Figure 1. Logic cells by family.
Drawn at 2 px/micron.
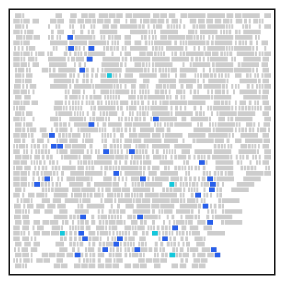
Figure 2. Layout detail.
Region (87, 87) to (112, 112) microns. Cells in grey, sequential cells in the stronger grey; small squares are vias.
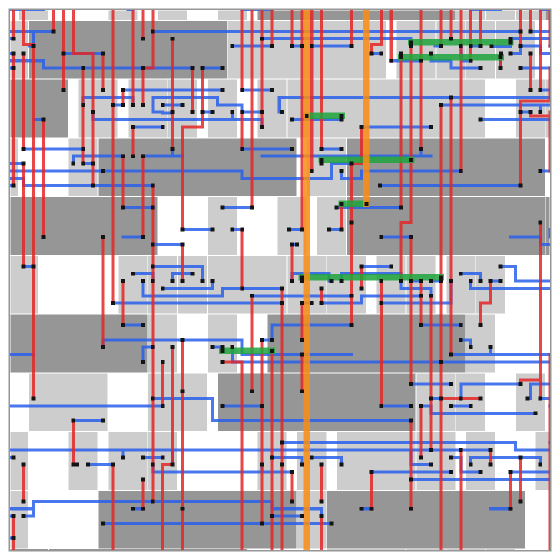
Figure 3. Congestion heat map.
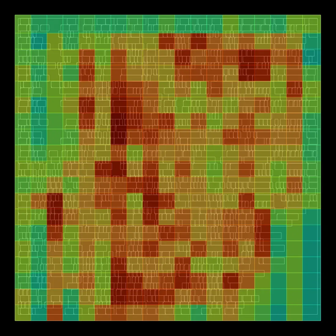
File: src/rtl/pe_scheduler.sv
// pe_scheduler: sequences one PE through a 1-D convolution row, streaming GLB words in and opsums back out
module pe_scheduler #(
  parameter int ADDR_W     = 12,
  parameter int DATA_W     = 32,
  parameter int CFG_W      = 13,
  parameter int FIFO_DEPTH = 2
) (
  input  logic              clk,
  input  logic              rst_n,
  input  logic              start,
  input  logic [CFG_W-1:0]  cfg,
  input  logic [ADDR_W-1:0] filter_base,
  input  logic [ADDR_W-1:0] ifmap_base,
  input  logic [ADDR_W-1:0] ipsum_base,
  input  logic [ADDR_W-1:0] opsum_base,
  output logic              busy,
  output logic              done,
  output logic              pe_en,
  output logic [CFG_W-1:0]  pe_config,
  output logic [DATA_W-1:0] pe_data,
  output logic              filter_valid,
  output logic              ifmap_valid,
  output logic              ipsum_valid,
  input  logic              filter_ready,
  input  logic              ifmap_ready,
  input  logic              ipsum_ready,
  input  logic [DATA_W-1:0] opsum,
  input  logic              opsum_valid,
  output logic              opsum_ready,
  output logic              mem_rd_en,
  output logic [ADDR_W-1:0] mem_rd_addr,
  input  logic [DATA_W-1:0] mem_rd_data,
  output logic              mem_wr_en,
  output logic [ADDR_W-1:0] mem_wr_addr,
  output logic [DATA_W-1:0] mem_wr_data
);
  localparam int PW = FIFO_DEPTH > 1 ? $clog2(FIFO_DEPTH) : 1;
  localparam int CW = $clog2(FIFO_DEPTH + 1);
  localparam logic [2:0] S_IDLE   = 3'd0;
  localparam logic [2:0] S_CFG    = 3'd1;
  localparam logic [2:0] S_FILTER = 3'd2;
  localparam logic [2:0] S_IFMAP  = 3'd3;
  localparam logic [2:0] S_IPSUM  = 3'd4;
  localparam logic [2:0] S_OPSUM  = 3'd5;
  localparam logic [2:0] S_DONE   = 3'd6;

  logic [2:0]        r_state;
  logic [CFG_W-1:0]  r_cfg;
  logic [4:0]        r_col, r_issued, r_taken;
  logic [ADDR_W-1:0] r_if_off;
  logic [DATA_W-1:0] r_mem [FIFO_DEPTH];
  logic [PW-1:0]     r_rp, r_wp;
  logic [CW-1:0]     r_cnt;
  logic              r_inflight;

  logic [4:0]        w_rs, w_u, w_p, w_q, w_f, w_n, w_total;
  logic [ADDR_W-1:0] w_col_off, w_rd_addr;
  logic              w_rd_phase, w_valid, w_ready, w_pop, w_rd, w_wr, w_phase_end;

  assign w_rs        = 5'(r_cfg[11:10]) + 5'd1;
  assign w_u         = 5'(r_cfg[9]) + 5'd1;
  assign w_p         = 5'(r_cfg[8:7]) + 5'd1;
  assign w_f         = r_cfg[6:2];
  assign w_q         = 5'(r_cfg[1:0]) + 5'd1;
  assign w_n         = r_cfg[12] ? w_q : w_p;
  assign w_total     = r_state == S_FILTER ? w_p * w_rs :
                       r_state == S_IFMAP  ? (r_col == 5'd0 ? w_rs : w_u) : w_n;
  assign w_col_off   = ADDR_W'(r_col) * ADDR_W'(w_n);
  assign w_rd_phase  = r_state == S_FILTER || r_state == S_IFMAP || r_state == S_IPSUM;
  assign w_valid     = w_rd_phase && r_cnt != '0;
  assign w_ready     = r_state == S_FILTER ? filter_ready : r_state == S_IFMAP ? ifmap_ready : ipsum_ready;
  assign w_pop       = w_valid && w_ready;
  assign w_rd        = w_rd_phase && r_issued < w_total &&
                       (int'(r_cnt) + int'(r_inflight) - int'(w_pop)) < FIFO_DEPTH;
  assign w_wr        = r_state == S_OPSUM && opsum_valid;
  assign w_phase_end = (w_pop || w_wr) && r_taken == w_total - 5'd1;
  assign w_rd_addr   = r_state == S_FILTER ? filter_base + ADDR_W'(r_issued) :
                       r_state == S_IFMAP  ? ifmap_base + r_if_off + ADDR_W'(r_issued) :
                                             ipsum_base + w_col_off + ADDR_W'(r_issued);

  assign busy         = r_state != S_IDLE;
  assign done         = r_state == S_DONE;
  assign pe_en        = r_state == S_CFG;
  assign pe_config    = pe_en ? r_cfg : '0;
  assign pe_data      = r_mem[r_rp];
  assign filter_valid = w_valid && r_state == S_FILTER;
  assign ifmap_valid  = w_valid && r_state == S_IFMAP;
  assign ipsum_valid  = w_valid && r_state == S_IPSUM;
  assign opsum_ready  = r_state == S_OPSUM;
  assign mem_rd_en    = w_rd;
  assign mem_rd_addr  = w_rd ? w_rd_addr : '0;
  assign mem_wr_en    = w_wr;
  assign mem_wr_addr  = w_wr ? opsum_base + w_col_off + ADDR_W'(r_taken) : '0;
  assign mem_wr_data  = w_wr ? opsum : '0;

  // Row sequencing: phase counters restart at every phase boundary, column walks 0..F
  always_ff @(posedge clk or negedge rst_n)
    if (!rst_n) begin
      r_state  <= S_IDLE;
      r_cfg    <= '0;
      r_col    <= '0;
      r_issued <= '0;
      r_taken  <= '0;
      r_if_off <= '0;
    end else begin
      r_issued <= w_phase_end ? '0 : r_issued + 5'(w_rd);
      r_taken  <= w_phase_end ? '0 : r_taken + 5'(w_pop | w_wr);
      case (r_state)
        S_IDLE: if (start) begin
          r_state  <= S_CFG;
          r_cfg    <= cfg;
          r_col    <= '0;
          r_if_off <= '0;
        end
        S_CFG:    r_state <= S_FILTER;
        S_FILTER: if (w_phase_end) r_state <= S_IFMAP;
        S_IFMAP: if (w_phase_end) begin
          r_state  <= S_IPSUM;
          r_if_off <= r_if_off + ADDR_W'(w_total);
        end
        S_IPSUM:  if (w_phase_end) r_state <= S_OPSUM;
        S_OPSUM: if (w_phase_end) begin
          r_state <= r_col == w_f ? S_DONE : S_IFMAP;
          r_col   <= r_col + 5'd1;
        end
        default:  r_state <= S_IDLE;
      endcase
    end

  // Prefetch FIFO: read data lands one cycle after the request; push and pop may coincide
  always_ff @(posedge clk or negedge rst_n)
    if (!rst_n) begin
      for (int i = 0; i < FIFO_DEPTH; i++) r_mem[i] <= '0;
      r_rp       <= '0;
      r_wp       <= '0;
      r_cnt      <= '0;
      r_inflight <= 1'b0;
    end else begin
      r_inflight <= w_rd;
      if (r_inflight) r_mem[r_wp] <= mem_rd_data;
      if (r_inflight) r_wp <= r_wp == PW'(FIFO_DEPTH - 1) ? '0 : r_wp + 1'b1;
      if (w_pop) r_rp <= r_rp == PW'(FIFO_DEPTH - 1) ? '0 : r_rp + 1'b1;
      r_cnt <= r_cnt + CW'(r_inflight) - CW'(w_pop);
    end
endmodule
File: config.mk
export PLATFORM = sky130hd
export DESIGN_NAME = pe_scheduler
export DESIGN_NICKNAME = d
export VERILOG_FILES = /design/src/rtl/pe_scheduler.sv
export SDC_FILE = /design/constraint.sdc
export NUM_CORES = 1
export LEC_CHECK = 0
export ABC_AREA = 1
export CAP_MARGIN = 20
export CORE_UTILIZATION = 54
export DETAILED_ROUTE_END_ITERATION = 8
export HOLD_SLACK_MARGIN = 0.05
export PLACE_DENSITY = 0.88
export SYNTH_ARGS = -nofsm -noshare
export SYNTH_HDL_FRONTEND = slang
export SYNTH_SLANG_ARGS = --single-unit
File: constraint.sdc
create_clock -name clk -period 10.62 [get_ports clk]
set_clock_uncertainty 0.05 [all_clocks]
set_input_delay 1.593 -clock clk [delete_from_list [all_inputs] [get_ports clk]]
set_output_delay 1.593 -clock clk [all_outputs]
set_load 0.01 [all_outputs]
==> results.txt <==
Flow results.

- The run finished with clean final reports.
- Per the detail_route log, met2 wirelength is about 12000 microns.
- The aggregate negative setup slack is 0 ps.
- The worst relative slew slack is between 20 and 30%.
- The post-synth tally of flip-flops with integrated enable is 0.
- The top flip-flop cell by instance count after synthesis is sky130_fd_sc_hd__dfrtp_1.
- The total number of tap cells is 220.
- More flip-flops sit in one register than any other, and that register is r_mem.
- The critical path startpoint is r_cfg[7].
- In the post-route report, total wirelength is listed as between 20000 and 25000 microns.
- Synthesis inferred ~110 register bits.
- The largest registers in the layout are r_mem (64), r_cfg (13), r_if_off (12).
- The global placement routability congestion is roughly 0.95.
- After layout the signal buffers, clock cells excluded, come to between 20% and 30% of cell area.
- After the flow finishes, the layout carries non-filler instances totaling 1740.
- In this run the top signal layer used is met4.
- The number of iterations in the first detailed-routing pass is 6.
- The number of buffers inserted by post-CTS setup repair is 0.
- Detailed-route iteration 0 reported a violation count of 718.
- The largest stage delay on the critical path is ~540 ps.
- STA classifies the critical path startpoint as a register.
- The summed instance area of the synthesized netlist is about 9100 sq um.
- The synthesized netlist devotes between 3 and 4% of its cell area to XOR and XNOR gates.
- The number of distinct library cells after synthesis is about 46.
- Across the VDD grid, the largest voltage drop is roughly 0.13 mV.
- The internal power of the cells is between 1500 and 2000 uW.
- The register with the most flip-flops in the layout has 64 of them.
## Picture notes: Figure 1
colour	family	cells	most used
cyan	non-inverting ao/oa cells	5	o21a_1
blue	xor and xnor cells	36	xor2_1

## Picture notes: Figure 2
colour	layer
blue	metal 1
orange	metal 4
red	metal 2
green	metal 3
netlist names of flops here include	r_mem (10)
cells with their middle in the window	57
most frequent	nand2_1 (26), o21ai_0 (10), dfrtp_1 (10)
sequential cells in the window	10

## Picture notes: Figure 3
met3 track utilization from global routing: 3.499%
utilization after layout: 72.59%

No activity file was given, so power comes from the tool's default toggle rates.
